==> config.mk <==
export PLATFORM = sky130hd
export DESIGN_NAME = rf_read_stage
export DESIGN_NICKNAME = d
export VERILOG_FILES = /design/src/rtl/rf_read_stage.sv
export SDC_FILE = /design/constraint.sdc
export NUM_CORES = 1
export LEC_CHECK = 0
export CAP_MARGIN = 20
export CORE_ASPECT_RATIO = 1.5
export CORE_MARGIN = 1
export CORE_UTILIZATION = 42
export DETAILED_ROUTE_END_ITERATION = 12
export PLACE_DENSITY_LB_ADDON = 0.12
export REMOVE_ABC_BUFFERS = 1
export SLEW_MARGIN = 5
export SYNTH_ARGS = -nofsm -noshare
export SYNTH_HDL_FRONTEND = slang
export SYNTH_SLANG_ARGS = --single-unit
export TNS_END_PERCENT = 20
==> constraint.sdc <==
create_clock -name clk_i -period 4.75 [get_ports clk_i]
set_input_delay 0.7125 -clock clk_i [delete_from_list [all_inputs] [get_ports clk_i]]
set_output_delay 0.7125 -clock clk_i [all_outputs]
set_load 0.02 [all_outputs]
==> src/rtl/rf_read_stage.sv <==
// Register-read stage between decode and the 2R1W register-file RAM; realigns read data to execute.
// Optional macro RF_READ_BYPASS_EN: capture same-cycle writeback data instead of stalling decode.
module rf_read_stage #(
    parameter int width_p       = 32,
    parameter int els_p         = 32,
    parameter int tag_width_p   = 32,
    localparam int addr_width_lp = $clog2(els_p)
) (
    input  logic                     clk_i,
    input  logic                     reset_i,
    input  logic                     id_v_i,
    output logic                     id_ready_o,
    input  logic [addr_width_lp-1:0] id_rs1_i,
    input  logic [addr_width_lp-1:0] id_rs2_i,
    input  logic [tag_width_p-1:0]   id_tag_i,
    input  logic                     wb_v_i,
    input  logic [addr_width_lp-1:0] wb_rd_i,
    input  logic [width_p-1:0]       wb_data_i,
    output logic                     rf_w_v_o,
    output logic [addr_width_lp-1:0] rf_w_addr_o,
    output logic [width_p-1:0]       rf_w_data_o,
    output logic                     rf_r0_v_o,
    output logic [addr_width_lp-1:0] rf_r0_addr_o,
    input  logic [width_p-1:0]       rf_r0_data_i,
    output logic                     rf_r1_v_o,
    output logic [addr_width_lp-1:0] rf_r1_addr_o,
    input  logic [width_p-1:0]       rf_r1_data_i,
    output logic                     ex_v_o,
    input  logic                     ex_ready_i,
    output logic [width_p-1:0]       ex_rs1_data_o,
    output logic [width_p-1:0]       ex_rs2_data_o,
    output logic [tag_width_p-1:0]   ex_tag_o
);

    typedef enum logic [1:0] { ST_EMPTY, ST_FRESH, ST_HELD } state_e;
    typedef enum logic [1:0] { SRC_ZERO, SRC_RAM, SRC_COLL } src_e;

    state_e                          state_q;
    src_e                            src_q [2];
    logic [1:0][addr_width_lp-1:0]   rs_in;
    logic [1:0][addr_width_lp-1:0]   rs_q;
    logic [1:0][width_p-1:0]         rdata;
    logic [1:0][width_p-1:0]         hold_q;
    logic [1:0][width_p-1:0]         disp;
    logic [tag_width_p-1:0]          tag_q;
    logic [1:0]                      rs_nz;
    logic [1:0]                      coll;
    logic [1:0]                      snoop;
    logic                            acc;

    // Operand 0 is rs1 / RAM read port 0, operand 1 is rs2 / RAM read port 1.
    assign rs_in = {id_rs2_i, id_rs1_i};
    assign rdata = {rf_r1_data_i, rf_r0_data_i};

    assign rf_w_v_o    = wb_v_i & (wb_rd_i != '0);
    assign rf_w_addr_o = wb_rd_i;
    assign rf_w_data_o = wb_data_i;

    assign ex_v_o        = (state_q != ST_EMPTY);
    assign ex_tag_o      = tag_q;
    assign ex_rs1_data_o = disp[0];
    assign ex_rs2_data_o = disp[1];

    always_comb begin
        for (int n = 0; n < 2; n++) begin
            rs_nz[n] = (rs_in[n] != '0);
            coll[n]  = rf_w_v_o & (wb_rd_i == rs_in[n]);
            snoop[n] = ex_v_o & ~ex_ready_i & rf_w_v_o & (wb_rd_i == rs_q[n]);
            disp[n]  = '0;
            if (state_q == ST_HELD) begin
                disp[n] = hold_q[n];
            end else if (state_q == ST_FRESH) begin
                case (src_q[n])
                    SRC_RAM:  disp[n] = rdata[n];
                    SRC_COLL: disp[n] = hold_q[n];
                    default:  disp[n] = '0;
                endcase
            end
        end
    end

`ifdef RF_READ_BYPASS_EN
    assign id_ready_o = ~ex_v_o | ex_ready_i;
`else
    // Without the bypass a colliding instruction waits one cycle and reads the freshly written RAM.
    assign id_ready_o = (~ex_v_o | ex_ready_i) & ~(id_v_i & (|coll));
`endif

    assign acc = id_v_i & id_ready_o;

    // A colliding operand never reads the RAM, so read and write never share an address.
    assign rf_r0_v_o    = acc & rs_nz[0] & ~coll[0];
    assign rf_r0_addr_o = id_rs1_i;
    assign rf_r1_v_o    = acc & rs_nz[1] & ~coll[1];
    assign rf_r1_addr_o = id_rs2_i;

    // On a stall the displayed operands freeze into the hold registers, merging any write seen this cycle.
    always_ff @(posedge clk_i or posedge reset_i) begin
        if (reset_i) begin
            state_q <= ST_EMPTY;
            tag_q   <= '0;
            rs_q    <= '0;
            hold_q  <= '0;
            for (int n = 0; n < 2; n++) src_q[n] <= SRC_ZERO;
        end else if (acc) begin
            state_q <= ST_FRESH;
            tag_q   <= id_tag_i;
            rs_q    <= rs_in;
            for (int n = 0; n < 2; n++) begin
                if (!rs_nz[n]) begin
                    src_q[n] <= SRC_ZERO;
`ifdef RF_READ_BYPASS_EN
                end else if (coll[n]) begin
                    src_q[n]  <= SRC_COLL;
                    hold_q[n] <= wb_data_i;
`endif
                end else begin
                    src_q[n] <= SRC_RAM;
                end
            end
        end else if (ex_v_o && ex_ready_i) begin
            state_q <= ST_EMPTY;
        end else if (ex_v_o) begin
            state_q <= ST_HELD;
            for (int n = 0; n < 2; n++) hold_q[n] <= snoop[n] ? wb_data_i : disp[n];
        end
    end

endmodule

==> README.md <==
| Result | This run | Unit |
|:---|:---|:---|
| Most frequent cells after synthesis | dfrtp_1, mux2i_1, nand2_1, a22o_1, o21ai_1 | - |
| Post-synthesis cell count | 552 | - |
| Min Tclk post-route | 3.72 | ns |
| Maximum buffer depth of the clock tree | 2 | - |
| Maximum achievable frequency | 0.269 | GHz |
| Crit end category | primary output | - |
| Clock network area share | 3.60 | % |
| Largest area class, layout | buffers | - |
| Launching point of the worst reg2reg path | state_q[1]$_DFFE_PP0P_ | - |
| Pin count of the biggest net entering global routing | 109 | - |
| Power share of the clock group | 27.7 | % |
| Post-synth area from yosys stat | 6200 | um^2 |
| Routed length on met3 | 1100 | um |
| Post-synthesis async set-or-reset flop share | 100 | % |
| Power consumed by the clock network | 0.828 | mW |
| Number of buffers added for setup after CTS | 0 | - |
| TritonCTS clock tree | built | - |
| Number of antenna violations at the first check in global routing | 0 | - |
| Number of placed cells counting well taps | 963 | - |
| Tightest Pin Transition | 0.968 | ns |
| Worst Slack Setup Final | 1.03 | ns |
| Footprint of the multi-input gates | 2800 | um^2 |
| Top power group | registers | - |
| First-pass DRT Iterations | 6 | - |
| Hold EP | hold_q[11]$_DFFE_PP0P_ | - |
| Number of hold-slack violations in the final timing report | 0 | - |
| Biggest fanout along the worst timing path | 6 | - |
| Dominant cell by count in the synthesized netlist | dfrtp_1 | - |
| Worst-path cell with the longest stage delay | clkdlybuf4s50_1 | - |
| Register share of total power | 39.2 | % |
| Flip-flop count of the largest register, all copies and words added | 64 | - |
| Data arrival time of the worst path | 3.01 | ns |
| Number of cells on the critical path | 6 | - |
| Post-Route M1 WL | 6900 | um |
| Sw Share | 30.6 | % |
| XORs/XNORs by Area | 2.83 | % |
| Root buffer selected by CTS | clkbuf_16 | - |
| Gp weighted congestion | 0.809 | - |
| Count of routing violations after the opening detailed-route iteration | 138 | - |
| Critical path origin | wb_rd_i[1] | - |
| I/O Buffers | 295 | - |
| Met3 Usage GRT | 5.17 | % |
| Highest metal layer used by the detailed router | met4 | - |
| Top library cells by usage in the layout, fill and taps aside | clkdlybuf4s50_1, dfrtp_1, mux2i_1, nand2_1, a22o_1 | - |
| Netlist Area Pre-Place | 6200 | um^2 |
| Share of the clock period used by the worst path | 78.4 | % |
| Worst R2R Setup Slack | 2.00 | ns |
| Max stage delay on crit path | 0.64 | ns |
| P&R area growth vs syn | 48.6 | % |
| Combinational Power | 0.988 | mW |
| Largest family of logic cells by area | multiplexers | - |
| Number of standard cells reported by yosys | 552 | - |
| Capturing instance or port of the critical path | rf_r0_v_o | - |
| Flip-flops with a built-in enable | 0 | - |
| HP Class | reg -> reg | - |
| Minimum setup slack after placement | 1.02 | ns |
| Aoi/oai-family share of the synthesized area | 15.1 | % |
| Dominant logic cell type in the layout | clkdlybuf4s50_1 | - |
| Internal power | 2.07 | mW |
| Die height | 151 | um |
| Taps Inserted | 196 | - |
| Die span in x | 101 | um |
| Hold path start | hold_q[11]$_DFFE_PP0P_ | - |
| Layout Cell Area excl Fill | 9210 | um^2 |
| Number of stages on the worst hold path | 2 | - |
| Worst slew margin relative to its limit | 35.4 | % |
| CP required | 4.04 | ns |
| Top cell family by delay on the critical path | buffers and inverters | - |
| Fin nets | 927 | - |
| Cell area reported after detailed placement | 8850 | um^2 |
| Flip-flop and latch power | 1.17 | mW |
| Overflow left after global routing | 0 | - |
| Post-synthesis share of cell area spent on full adders, half adders and majority gates | 0 | % |
| Critical path's most frequent cell | clkdlybuf4s50_1 | - |
| Detailed-placement wirelength estimate | 12800 | um |
| Count of warnings emitted by yosys | 0 | - |
| Status | complete, no violations | - |
| Sum Neg Setup Slack | 0 | ns |
| Area fraction in mux cells | 20.5 | % |
| Non-clock inverter count in the final layout | 5 | - |
| Number of flip-flops and latches | 110 | - |
| Number of logged tool warnings | 27 | - |
| Sequential cell area | 2750 | um^2 |
| Non-Clock Buffer Count | 306 | - |
| Leakage | 3.71 | nW |
| Seq cells post-synth | 110 | - |
| Via/cell ratio | 5.09 | - |
| Logic Gate Count | 347 | - |
| Init Core Util | 42.9 | % |
| Post-cts repair resize count | 0 | - |
| Top area contributor share | 44.4 | % |
| Clock latency of the later-clocked register in the worst-skew pair | 0.36 | ns |
| Simple-gate share of the synthesized area | 6.38 | % |
| First-pass GRT wire length | 27000 | um |
| Top Usage Layer GRT | met2 | - |
| Vias in the first global route | 5185 | - |
| Unrepaired setup endpoints after global routing | false | - |
| Chip footprint | 15300 | um^2 |
| Detailed-route DRC error count | 0 | - |
| Largest voltage drop on the vdd net | 0.191 | mV |
| Top-level port count | 296 | - |
| Tally of max-capacitance violations | 0 | - |
| Capture point of the worst reg-to-reg path | ex_tag_o[12]$_DFFE_PP0P_ | - |
| Count of distinct cell types in the synthesized netlist | 32 | - |
| Total CTS buffers | 9 | - |
| Switching Power | 0.916 | mW |
| Grt met2 use | 42.4 | % |
| Critical path startpoint category | input pin | - |
| Met1 Use GR | 26.6 | % |
| Share of the yosys chip area belonging to registers | 44.4 | % |
| Main flop type | dfrtp_1 | - |
| Clock transition at the registers of the reported paths | 0.07 | ns |
| Share of post-route cells with drive strength above 1 | 10.5 | % |
| Number of cells on the worst reg-to-reg path | 6 | - |
| Critical path buffers and inverters | 2 | - |
| Multi-input gate share of total cell area | 30.4 | % |
| Final antenna-violating net count | 0 | - |
| Combinational share of power | 33.1 | % |
| Worst Setup Path Type | in -> out | - |
| WHS | 0.489 | ns |
| Non-filler instance count after layout | 980 | - |
| List of cells traversed by the critical path | clkdlybuf4s50_1 > or4_4 > o21ai_2 > nor2_1 > nor3_1 > clkdlybuf4s50_1 | - |
| Number of slew-limit violations in the final report | 0 | - |
| Post-Route Skew | 0.00702 | ns |
| Register share of the cell area | 29.9 | % |
| PwrDens | 325 | nW/um^2 |
| Final setup violation count | 0 | - |
| # clk buffers | 9 | - |
| Proportion of final cell area spent on non-clock buffers | 33.2 | % |
| Post-cts hold buffer count | 0 | - |
| Overall power consumption | 2.99 | mW |
| Level count of the clock H-tree | 3 | - |
| Biggest register | hold_q | - |
| Avg Inst Size Synth | 11.2 | um^2 |
| Met2 Routed Length | 9230 | um |
| Core box area | 14500 | um^2 |
| Library cell occupying the most area in the post-synthesis netlist | dfrtp_1 | - |
| Diode insertion count for antenna repair | 0 | - |
| Clock sink total | 110 | - |
Fig. 1: a small window of the routed layout
Region (36, 60) to (66, 90) um. Cells in gray, sequential cells in the stronger gray; small squares are vias.
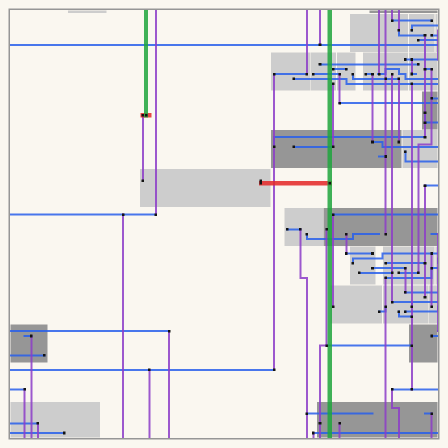
| layer | color |
|---|---|
| met4 | green |
| met3 | red |
| met1 | blue |
| met2 | purple |
most frequent: o21ai_1 (3), dfrtp_1 (3)
cells with their middle in the window: 18
sequential cells in the window: 3
netlist names of flops here include: hold_q (3)

Fig. 2: wiring heat map
(2 px per um) 20 x 30 tiles, from dark purple (low) to yellow (high), scaled to the fullest tile. Values are wire area over tile area, all layers added.
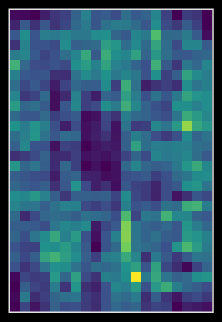
emptiest ninth of the die: middle
fullest tile: 0.58
tiles over half the peak: 11%
mean over tiles: 0.18
nearly empty tiles: 2.0%
total global-route track usage: 23.2%
Total Wirelength: 17600 um
vias after detailed routing: 4991
routed len/inst: 17.9 um

Fig. 3: routed metal, one color a layer
(2 px per um) Only two layers are drawn.
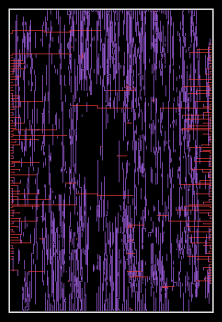
| layer | color | wire length |
|---|---|---|
| met2 | purple | 9230 um |
| met3 | red | 1100 um |

Fig. 4: cell outlines without signal wires
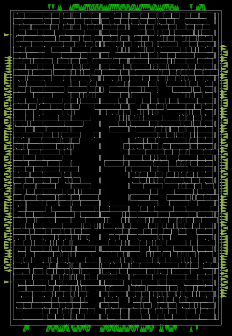
post-route core utilization: 63.7%
count of standard-cell rows: 54
Filler Cell Count: 1209

Power figures rest on the tool's default switching activity, not on a simulated workload.
